`config.mk`:
```
export PLATFORM = sky130hd
export DESIGN_NAME = vend_txn_ctrl
export DESIGN_NICKNAME = d
export VERILOG_FILES = /design/src/rtl/vend_pkg.sv /design/src/rtl/vend_timer.sv /design/src/rtl/vend_txn_ctrl.sv
export SDC_FILE = /design/constraint.sdc
export NUM_CORES = 1
export LEC_CHECK = 0
export ABC_AREA = 1
export CAP_MARGIN = 20
export CORE_ASPECT_RATIO = 0.8
export CORE_MARGIN = 2
export CORE_UTILIZATION = 50
export CTS_CLUSTER_DIAMETER = 120
export CTS_CLUSTER_SIZE = 8
export DETAILED_ROUTE_END_ITERATION = 16
export GPL_TIMING_DRIVEN = 0
export PLACE_DENSITY = 0.74
export SYNTH_ARGS = -nofsm -noshare
export SYNTH_HDL_FRONTEND = slang
export SYNTH_SLANG_ARGS = --single-unit
```
`constraint.sdc`:
```
create_clock -name clock -period 3.4 [get_ports clock]
set_input_delay 0.51 -clock clock [delete_from_list [all_inputs] [get_ports clock]]
set_output_delay 0.51 -clock clock [all_outputs]
set_load 0.005 [all_outputs]
```
`src/rtl/vend_pkg.sv`:
```
// rtl/vend_pkg.sv - coin codes, product and state encodings, price lookup
package vend_pkg;

  localparam logic [1:0] COIN_NONE = 2'b00;
  localparam logic [1:0] COIN_10   = 2'b01;
  localparam logic [1:0] COIN_20   = 2'b10;
  localparam logic [1:0] COIN_BAD  = 2'b11;

  localparam logic [3:0] PROD_SNACK  = 4'b1000;
  localparam logic [3:0] PROD_COFFEE = 4'b0100;
  localparam logic [3:0] PROD_DRINK  = 4'b0010;
  localparam logic [3:0] PROD_CANDY  = 4'b0001;

  localparam logic [2:0] ST_IDLE   = 3'd0;
  localparam logic [2:0] ST_CREDIT = 3'd1;
  localparam logic [2:0] ST_VEND   = 3'd2;
  localparam logic [2:0] ST_PAYOUT = 3'd3;

  // Snack and candy are the cheap products; drink and coffee the dear ones.
  function automatic logic [2:0] price_of(input logic [3:0] prod,
                                          input logic [2:0] lo,
                                          input logic [2:0] hi);
    return ((prod & (PROD_SNACK | PROD_CANDY)) != 4'b0000) ? lo : hi;
  endfunction

endpackage

```
`src/rtl/vend_timer.sv`:
```
// rtl/vend_timer.sv - loadable down-counter with zero flag
module vend_timer #(
  parameter int W = 8
) (
  input  logic         clock,
  input  logic         reset,
  input  logic         load,
  input  logic [W-1:0] load_val,
  input  logic         dec,
  output logic         zero
);

  logic [W-1:0] count;

  // Load wins over decrement; decrement holds at zero.
  always_ff @(posedge clock or negedge reset) begin
    if (!reset)
      count <= '0;
    else if (load)
      count <= load_val;
    else if (dec && count != '0)
      count <= count - 1'b1;
  end

  assign zero = (count == '0);

endmodule

```
`src/rtl/vend_txn_ctrl.sv`:
```
// rtl/vend_txn_ctrl.sv - coin credit, product vend handshake and coin payout controller
module vend_txn_ctrl
  import vend_pkg::*;
#(
  parameter int CREDIT_MAX  = 5,
  parameter int PRICE_LO    = 3,
  parameter int PRICE_HI    = 4,
  parameter int ACK_TIMEOUT = 255,
  parameter int PAY_GAP     = 4
) (
  input  logic       clock,
  input  logic       reset,
  input  logic [1:0] coin,
  input  logic [3:0] choice,
  input  logic       choice_vld,
  input  logic       cancel,
  input  logic       vend_ack,
  input  logic       pay_ack,
  output logic [3:0] vend_req,
  output logic       pay_req,
  output logic [2:0] credit,
  output logic [2:0] state,
  output logic       coin_reject,
  output logic       choice_deny,
  output logic       fault
);

  localparam int TW = $clog2(ACK_TIMEOUT + 1);
  // Timer counts down to zero on the last allowed cycle, hence the minus one.
  localparam logic [TW-1:0] ACK_LOAD = TW'(ACK_TIMEOUT - 1);
  localparam logic [TW-1:0] GAP_LOAD = TW'(PAY_GAP - 1);

  logic [3:0]    coin_sum;
  logic          coin_ok;
  logic          coin_bad;
  logic [2:0]    choice_price;
  logic [2:0]    vend_price;
  logic          choice_ok;
  logic          tmr_load;
  logic [TW-1:0] tmr_val;
  logic          tmr_dec;
  logic          tmr_zero;

  // coin code equals its value in 10-units for the two legal codes
  assign coin_sum     = {1'b0, credit} + {2'b00, coin};
  assign coin_ok      = (coin == COIN_10 || coin == COIN_20)
                     && (state == ST_IDLE || state == ST_CREDIT)
                     && !cancel && !choice_vld
                     && (coin_sum <= 4'(CREDIT_MAX));
  assign coin_bad     = (coin != COIN_NONE) && !coin_ok;
  assign choice_price = price_of(choice, 3'(PRICE_LO), 3'(PRICE_HI));
  assign vend_price   = price_of(vend_req, 3'(PRICE_LO), 3'(PRICE_HI));
  assign choice_ok    = $onehot(choice) && (credit >= choice_price);

  // One timer serves the ack timeout in VEND and the inter-coin gap in PAYOUT.
  always_comb begin
    tmr_load = 1'b0;
    tmr_val  = ACK_LOAD;
    tmr_dec  = 1'b0;
    case (state)
      ST_CREDIT: tmr_load = !cancel && choice_vld && choice_ok;
      ST_VEND:   tmr_dec  = !vend_ack;
      ST_PAYOUT: begin
        if (pay_req && pay_ack) begin
          tmr_load = 1'b1;
          tmr_val  = GAP_LOAD;
        end else begin
          tmr_dec = !pay_req;
        end
      end
      default: ;
    endcase
  end

  vend_timer #(.W(TW)) u_timer (
    .clock    (clock),
    .reset    (reset),
    .load     (tmr_load),
    .load_val (tmr_val),
    .dec      (tmr_dec),
    .zero     (tmr_zero)
  );

  // Transaction FSM: cancel beats choice beats coin within a cycle.
  always_ff @(posedge clock or negedge reset) begin
    if (!reset) begin
      state       <= ST_IDLE;
      credit      <= 3'd0;
      vend_req    <= 4'd0;
      pay_req     <= 1'b0;
      coin_reject <= 1'b0;
      choice_deny <= 1'b0;
      fault       <= 1'b0;
    end else begin
      coin_reject <= coin_bad;
      choice_deny <= choice_vld && !(state == ST_CREDIT && (cancel || choice_ok));
      fault       <= 1'b0;
      case (state)
        ST_IDLE: begin
          if (coin_ok) begin
            credit <= coin_sum[2:0];
            state  <= ST_CREDIT;
          end
        end
        ST_CREDIT: begin
          if (cancel) begin
            state   <= ST_PAYOUT;
            pay_req <= 1'b1;
          end else if (choice_vld) begin
            if (choice_ok) begin
              credit   <= credit - choice_price;
              vend_req <= choice;
              state    <= ST_VEND;
            end
          end else if (coin_ok) begin
            credit <= coin_sum[2:0];
          end
        end
        ST_VEND: begin
          if (vend_ack) begin
            vend_req <= 4'd0;
            if (credit != 3'd0) begin
              state   <= ST_PAYOUT;
              pay_req <= 1'b1;
            end else begin
              state <= ST_IDLE;
            end
          end else if (tmr_zero) begin
            fault    <= 1'b1;
            vend_req <= 4'd0;
            credit   <= credit + vend_price;
            state    <= ST_PAYOUT;
            pay_req  <= 1'b1;
          end
        end
        ST_PAYOUT: begin
          if (pay_req && pay_ack) begin
            pay_req <= 1'b0;
            credit  <= credit - 3'd1;
            if (credit == 3'd1)
              state <= ST_IDLE;
          end else if (!pay_req && tmr_zero) begin
            pay_req <= 1'b1;
          end
        end
        default: state <= ST_IDLE;
      endcase
    end
  end

endmodule
```
**Met2 routing**

Drawn at 4 px/um. Cells faint in the background.
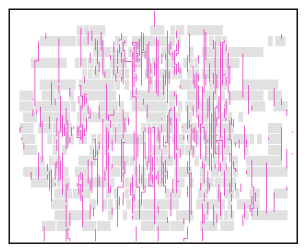
The longest straight run is 24.1 um. The layer holds 40% of the routed length. 229 nets have wire on it.

**Zoomed window**

Region (44, 34) to (64, 54) um. Cells in grey, sequential cells in the stronger grey; small squares are vias.
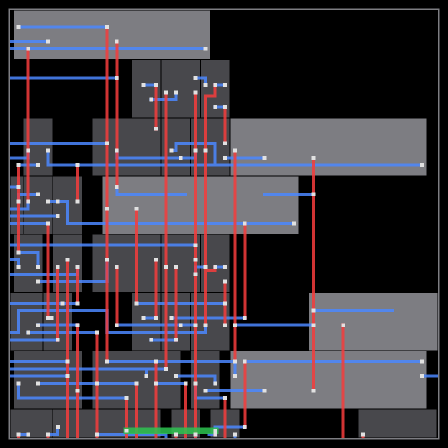
Key: red = metal 2; green = metal 3; blue = metal 1
Netlist names of flops here include `u_timer.count` (3). 31 logic cells have their middle in the window. Sequential cells in the window: 5.

registers in the layout, summed over array words and instances, names as in the netlist:
signal,flops
choice_deny,1
coin_reject,1
credit,3
fault,1
pay_req,1
state,2
u_timer.count,8
vend_req,4
cell type report:
| cell class | count | area, sq um | share of cell area |
|---|---|---|---|
| multi-input combinational | 186 | 1096 | 0.5055 |
| sequential | 21 | 525.5 | 0.2424 |
| timing repair buffer | 24 | 240.2 | 0.1108 |
| inverter | 49 | 183.9 | 0.08482 |
| tap | 42 | 52.55 | 0.02424 |
| clock buffer | 3 | 41.29 | 0.01904 |
| buffer | 3 | 23.77 | 0.01096 |
| clock inverter | 1 | 5.005 | 0.002308 |
critical path: cells and delay by family:
kind	cells	cell delay (ps)
compound gates	1	80
fa+ha+maj	3	970
buf+inv	5	900
simple gates	4	650
==> reports/metrics.cfg <==
[run_status]
outcome = finished, final reports clean

[route]
highest_layer = met4
dr_wl_met3_um = 247
vias = 1630
wl_per_cell_um = 11.71
ant_nets = 0
drt-initial-drc-count = 136

[grt]
grt.met2_usage = 0.3069
grt_pass1_wl_um = 6837
grt_max_degree = 22
grt.busiest_layer = met1
antenna_found_initial = 0
groute.layer.met1.usage = 0.3322

[final_layout]
final_common_cell = nand2_1
lay_top_cells = nand2_1, inv_1, nor2_1, clkdlybuf4s50_1, dfrtp_1
final_cell_count_no_fill = 329
fillerInstances = 344
fin_nets = 318
design_area_sq_um = 2168

[yosys]
synthArstFlopShare = 1.000
xor_share = 0.03352
ys_top_cells_by_area = dfrtp_1, nand2_1, ha_1
yosys.stat.seqShare = 0.2873
fp_nets = 289
fa_ha_area_frac = 0.1395
synth_top_cell_by_count = nand2_1
common_cells = nand2_1, inv_1, nor2_1
synth-edff-count = 0
ys_sh_mux = 0
ys_cells = 259
netlist_area_sq_um = 1829
synth-simple-area-share = 0.3372

[hold_path]
hold-path-endpoint = vend_req[1]$_DFFE_PN0P_
min_from = vend_req[1]$_DFFE_PN0P_

[final_timing]
worst_slew_pin_slew_ps = 961.4
finClkSkew_ps = 2.250
fin_crit_sh = 0.8705
finalWorstSetupSlack_ps = 440.1
hold_ws_ps = 494.3

[placement]
place.gp.congestion = 0.8526
io_buffer_count = 24
dp_hpwl_um = 2989
dp_cells = 325
dp_slack_ps = 150.7

[critical_path]
crit_path_max_fanout = 10
cpMostUsedCell = inv_1
worstPathRequired_ps = 3550
rr_worst_depth = 10
regToRegSetupSlack_ps = 1390
cp-end-kind = flip-flop
cp-start-kind = input port
worst_ep_arrival_time_ps = 3110

[cts]
clk_root_buffer_cell = clkbuf_8
clk_pin_slew_worst_paths_ps = 80
clk_latency_ps = 260
h-tree-depth = 1
hold_buffers = 0
clk_path_buf_depth = 2
cts_tree = built

[power_and_ir_drop]
p_switching_w = 0.0008388
switching_share = 0.4871
powerSeq_w = 0.000453
peakVddDrop_mv = 0.3497
cell_internal_pwr_w = 0.0008834
pg_comb_w = 0.00110

[floorplan]
fp.coreArea_sq_um = 3471
dieArea_sq_um = 4161
ios = 26

